--- src/rtl/onehot_scan_decoder_pkg.sv ---
// Purpose: shared types, mode constants and one-hot helper for the scan decoder.
// Latency: n/a (declarations only).
// Backpressure: n/a.
package onehot_scan_decoder_pkg;

   // Two-bit state encoding; ST_BLANK is only reachable when DECODER_BLANK_EN is defined.
   typedef enum logic [1:0] {
      ST_IDLE   = 2'd0,
      ST_DIRECT = 2'd1,
      ST_SCAN   = 2'd2,
      ST_BLANK  = 2'd3
   } state_t;

   localparam logic MODE_DIRECT = 1'b0;
   localparam logic MODE_SCAN   = 1'b1;

   // Widest output the decoder supports (SEL_W <= 5).
   localparam int MAX_OUT_W = 32;

   // One-hot of idx within a w-bit field; zero when idx falls outside the field.
   function automatic logic [MAX_OUT_W-1:0] onehot(input logic [4:0] idx, input int unsigned w);
      logic [MAX_OUT_W-1:0] r;
      r = '0;
      if (32'(idx) < w) begin
         r[idx] = 1'b1;
      end
      return r;
   endfunction

endpackage

--- src/rtl/onehot_scan_decoder_if.sv ---
// Purpose: control inputs and decoded outputs of the scan decoder as one bundle.
// Latency: n/a (wires only).
// Backpressure: none; the decoder samples every input on every edge.
interface onehot_scan_decoder_if #(
   parameter int SEL_W = 3
);
   localparam int OUT_W = 2**SEL_W;

   logic             e;
   logic             mode;
   logic [SEL_W-1:0] a;
   logic             load;
   logic [OUT_W-1:0] mask;
   logic [OUT_W-1:0] s;
   logic [SEL_W-1:0] idx;
   logic             wrap;

   // Master drives controls and observes the decoded outputs.
   modport master (
      output e, mode, a, load, mask,
      input  s, idx, wrap
   );

   // Slave is the decoder itself.
   modport slave (
      input  e, mode, a, load, mask,
      output s, idx, wrap
   );

endinterface

--- src/rtl/onehot_scan_decoder_next_chan.sv ---
// Purpose: finds the next enabled channel strictly after idx, searching upward modulo OUT_W.
// Latency: combinational.
// Backpressure: none.
module next_chan_find #(
   parameter int OUT_W = 8
) (
   input  logic [OUT_W-1:0]         mask,
   input  logic [$clog2(OUT_W)-1:0] idx,
   output logic [$clog2(OUT_W)-1:0] next_idx,
   output logic                     wrap,
   output logic                     none
);
   localparam int SEL_W = $clog2(OUT_W);

   logic             found;
   logic [SEL_W-1:0] cand;

   // Scan offsets 1..OUT_W; offset OUT_W lands back on idx, so a lone enabled channel re-selects itself.
   always_comb begin
      next_idx = idx;
      found    = 1'b0;
      cand     = idx;
      for (int k = 1; k <= OUT_W; k++) begin
         cand = idx + SEL_W'(k);
         if (!found && mask[cand]) begin
            next_idx = cand;
            found    = 1'b1;
         end
      end
      wrap = found && (next_idx <= idx);
      none = ~|mask;
   end

endmodule

--- src/rtl/onehot_scan_decoder.sv ---
// Purpose: registered SEL_W-to-2^SEL_W one-hot decoder, direct or autonomous masked scan; optional DECODER_BLANK_EN inserts blank gaps.
// Latency: one edge from any input change to s/idx/wrap.
// Backpressure: none; inputs are sampled every edge, priority e=0 > direct > load > dwell expiry.
module onehot_scan_decoder
   import onehot_scan_decoder_pkg::*;
#(
   parameter int SEL_W = 3,
   parameter int DWELL = 4,
   parameter int BLANK = 1
) (
   input  logic                      clk,
   input  logic                      rst_n,
   onehot_scan_decoder_if.slave      bus
);
   localparam int OUT_W   = 2**SEL_W;
   localparam int CNT_MAX = (DWELL > BLANK) ? DWELL : BLANK;
   localparam int CNT_W   = (CNT_MAX < 2) ? 1 : $clog2(CNT_MAX);
   localparam logic [CNT_W-1:0] DWELL_LAST = CNT_W'(DWELL - 1);
`ifdef DECODER_BLANK_EN
   localparam logic [CNT_W-1:0] BLANK_LAST = CNT_W'(BLANK - 1);
`endif

   state_t           state;
   logic [CNT_W-1:0] cnt;
   logic [OUT_W-1:0] s_q;
   logic [SEL_W-1:0] idx_q;
   logic             wrap_q;

   logic [SEL_W-1:0] nxt_idx;
   logic             nxt_wrap;
   logic             mask_none;

   // One-hot of a channel, suppressed when that channel is masked off.
   function automatic logic [OUT_W-1:0] gated(input logic [SEL_W-1:0] ch, input logic [OUT_W-1:0] mk);
      logic [OUT_W-1:0] r;
      r = '0;
      if (mk[ch]) begin
         r = OUT_W'(onehot(5'(ch), OUT_W));
      end
      return r;
   endfunction

   next_chan_find #(.OUT_W(OUT_W)) u_find (
      .mask     (bus.mask),
      .idx      (idx_q),
      .next_idx (nxt_idx),
      .wrap     (nxt_wrap),
      .none     (mask_none)
   );

   // Mode FSM with dwell counter; every output is a register updated here.
   always_ff @(posedge clk or negedge rst_n) begin
      if (!rst_n) begin
         state  <= ST_IDLE;
         cnt    <= '0;
         s_q    <= '0;
         idx_q  <= '0;
         wrap_q <= 1'b0;
      end else begin
         wrap_q <= 1'b0;
         if (!bus.e) begin
            state <= ST_IDLE;
            cnt   <= '0;
            s_q   <= '0;
         end else if (bus.mode == MODE_DIRECT) begin
            state <= ST_DIRECT;
            cnt   <= '0;
            idx_q <= bus.a;
            s_q   <= gated(bus.a, bus.mask);
         end else if (bus.load) begin
            // Jump also aborts a blank gap; a masked target simply shows zero for one dwell.
            state <= ST_SCAN;
            cnt   <= '0;
            idx_q <= bus.a;
            s_q   <= gated(bus.a, bus.mask);
         end else if (state == ST_IDLE || state == ST_DIRECT) begin
            state <= ST_SCAN;
            cnt   <= '0;
            s_q   <= gated(idx_q, bus.mask);
         end else if (mask_none) begin
            // Nothing enabled: freeze position and count until a channel comes back.
            s_q <= '0;
         end else begin
`ifdef DECODER_BLANK_EN
            if (state == ST_BLANK) begin
               s_q <= '0;
               if (cnt == BLANK_LAST) begin
                  state  <= ST_SCAN;
                  cnt    <= '0;
                  idx_q  <= nxt_idx;
                  s_q    <= gated(nxt_idx, bus.mask);
                  wrap_q <= nxt_wrap;
               end else begin
                  cnt <= cnt + CNT_W'(1);
               end
            end else if (cnt == DWELL_LAST) begin
               state <= ST_BLANK;
               cnt   <= '0;
               s_q   <= '0;
            end else begin
               cnt <= cnt + CNT_W'(1);
               s_q <= gated(idx_q, bus.mask);
            end
`else
            if (cnt == DWELL_LAST) begin
               cnt    <= '0;
               idx_q  <= nxt_idx;
               s_q    <= gated(nxt_idx, bus.mask);
               wrap_q <= nxt_wrap;
            end else begin
               cnt <= cnt + CNT_W'(1);
               s_q <= gated(idx_q, bus.mask);
            end
`endif
         end
      end
   end

   assign bus.s    = s_q;
   assign bus.idx  = idx_q;
   assign bus.wrap = wrap_q;

endmodule
--- src/flat_wrapper.sv ---
// flat-port wrapper written by rule: the top's interface ports become plain ports
module onehot_scan_decoder_flat import onehot_scan_decoder_pkg::*;
#(
   parameter int SEL_W = 3,
   parameter int DWELL = 4,
   parameter int BLANK = 1
)
  (clk, rst_n, bus_e, bus_mode, bus_a, bus_load, bus_mask, bus_s, bus_idx, bus_wrap);
  onehot_scan_decoder_if #(.SEL_W(SEL_W)) bus_i ();
  input  logic clk;
  input  logic rst_n;
  input wire logic [$bits(bus_i.e)-1:0] bus_e;
  input wire logic [$bits(bus_i.mode)-1:0] bus_mode;
  input wire logic [$bits(bus_i.a)-1:0] bus_a;
  input wire logic [$bits(bus_i.load)-1:0] bus_load;
  input wire logic [$bits(bus_i.mask)-1:0] bus_mask;
  output wire logic [$bits(bus_i.s)-1:0] bus_s;
  output wire logic [$bits(bus_i.idx)-1:0] bus_idx;
  output wire logic [$bits(bus_i.wrap)-1:0] bus_wrap;
  assign bus_i.e = bus_e;
  assign bus_i.mode = bus_mode;
  assign bus_i.a = bus_a;
  assign bus_i.load = bus_load;
  assign bus_i.mask = bus_mask;
  assign bus_s = bus_i.s;
  assign bus_idx = bus_i.idx;
  assign bus_wrap = bus_i.wrap;
  onehot_scan_decoder #(.SEL_W(SEL_W), .DWELL(DWELL), .BLANK(BLANK)) u_core (.clk(clk), .rst_n(rst_n), .bus(bus_i));
endmodule
--- config.mk ---
export PLATFORM = sky130hd
export DESIGN_NAME = onehot_scan_decoder_flat
export DESIGN_NICKNAME = d
export VERILOG_FILES = /design/src/rtl/onehot_scan_decoder_pkg.sv /design/src/rtl/onehot_scan_decoder_if.sv /design/src/rtl/onehot_scan_decoder_next_chan.sv /design/src/rtl/onehot_scan_decoder.sv /design/src/flat_wrapper.sv
export SDC_FILE = /design/constraint.sdc
export NUM_CORES = 1
export LEC_CHECK = 0
export CAP_MARGIN = 5
export CORE_MARGIN = 4
export CORE_UTILIZATION = 61
export DETAILED_ROUTE_END_ITERATION = 6
export PLACE_DENSITY = 0.95
export SLEW_MARGIN = 20
export SYNTH_ARGS = -nofsm -noshare
export SYNTH_HDL_FRONTEND = slang
export SYNTH_SLANG_ARGS = --single-unit
--- constraint.sdc ---
create_clock -name clk -period 8.5 [get_ports clk]
set_clock_uncertainty 0.15 [all_clocks]
set_input_delay 2.55 -clock clk [delete_from_list [all_inputs] [get_ports clk]]
set_output_delay 2.55 -clock clk [all_outputs]
set_load 0.01 [all_outputs]
==> images/metal_stack.png <==
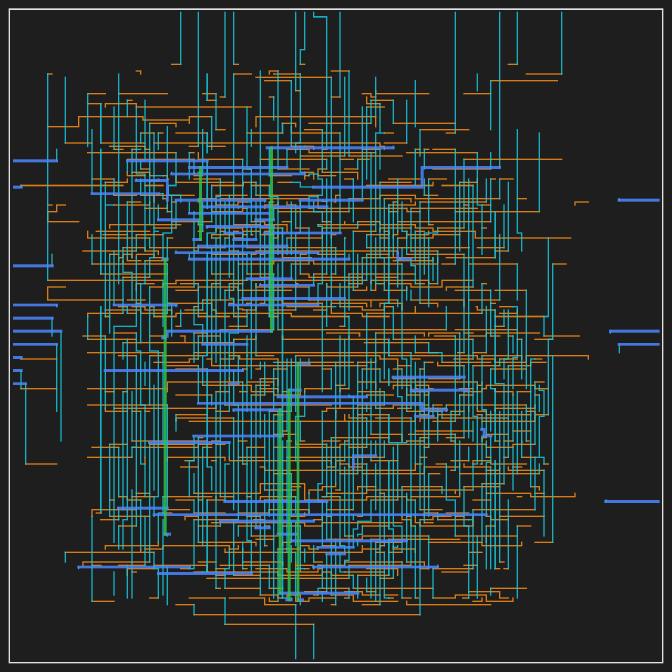
legend:
  blue:
    layer: met3
    wire_length: 503 um
  green:
    layer: met4
    wire_length: 120 um
  cyan:
    layer: met2
    wire_length: 2850 um
  orange:
    layer: met1
    wire_length: 2440 um

==> images/final_placement.png <==
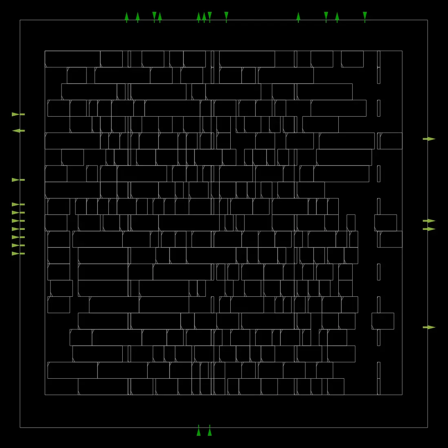
Seq area share: 15.2%
sequential cell count: 15

==> images/port_nets.png <==
The bar under the picture is 20 um long.
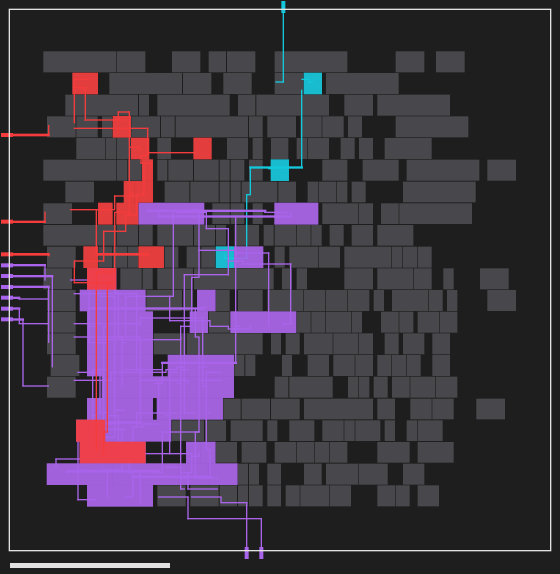
legend:
  purple:
    port: bus_mask
    bits: 8
    direction: input
    edge: 6 left, 2 bottom
    end_cells: 26
    wire: 711 um
  cyan:
    port: bus_load
    bits: 1
    direction: input
    edge: top
    end_cells: 3
    wire: 43.1 um
  red:
    port: bus_a
    bits: 3
    direction: input
    edge: left
    end_cells: 14
    wire: 181 um
number of top-level design ports: 28
number of buffer cells added on primary ports: 27

==> flow_summary.toml <==
# flow metrics
[place]
dpl.hpwl_um = 4350
placedCellCount = 300

[critical_path]
timing.critical_path.cells = "clkdlybuf4s50_1 -> mux4_2 -> mux2_4 -> o211ai_1 -> a21oi_1 -> o32a_1 -> o21ai_1 -> ha_1 -> nor2b_1 -> o21a_1 -> o21ai_0 -> and3_1"
path_length_in_cells_of_the_critical_path = 12
worst-setup-path-type = "in2reg"

[finish]
area_growth_pct = 13.6
flop_area_um2 = 375
biggestCellCategory = "logic gates"
finalNonFillerCells = 304
final_nets = 285
layout.cells.most_common_list = "clkdlybuf4s50_1 (27), nand2_1 (17), a21oi_1 (17), mux4_2 (16)"

[global_routing]
grt_max_degree = 22
antenna_found_initial = 0
gr-max-usage-layer = "met2"

[clock_tree]
post_cts_buffers = 0
clk_path_buf_depth = 2
clock_sink_count = 15
worst_setup_hold_path_clk_slew_ns = 0.08
cts.repair.resized = 0

[hold_path]
hold_class = "reg2reg"

[floorplanning]
die_h_um = 67.7
floorplan.die_area_um2 = 4580
core_util_floorplan_pct = 64.1

[synth]
synthMuxAreaShare_pct = 24.7
syn_area_per_cell_um2 = 9.06
yosys-dominant-comb-family = "multiplexers"
seq_area_frac_synth_pct = 17.3
synth_chip_area_um2 = 2170
top_cells_by_area = "dfrtp_1 (17%), mux4_2 (17%), ha_1 (5.8%)"
number_of_warnings_issued_by_yosys = 0

[outcome]
status = "completed"

[power_and_ir_drop]
power.largest_group = "combinational logic"
sequentialPowerShare_pct = 11.9
clock_net_power_uw = 41.2
pwr.group.sequential_uw = 114
p_comb_share_pct = 83.7

[routing]
post_drt_wl_per_cell_um = 19.4
wl_met2_um = 2850
topRoutingLayerUsed = "met4"
drc = 0

[timing]
holdWs_ns = 0.452
layout_setup_ws_ns = 2.16
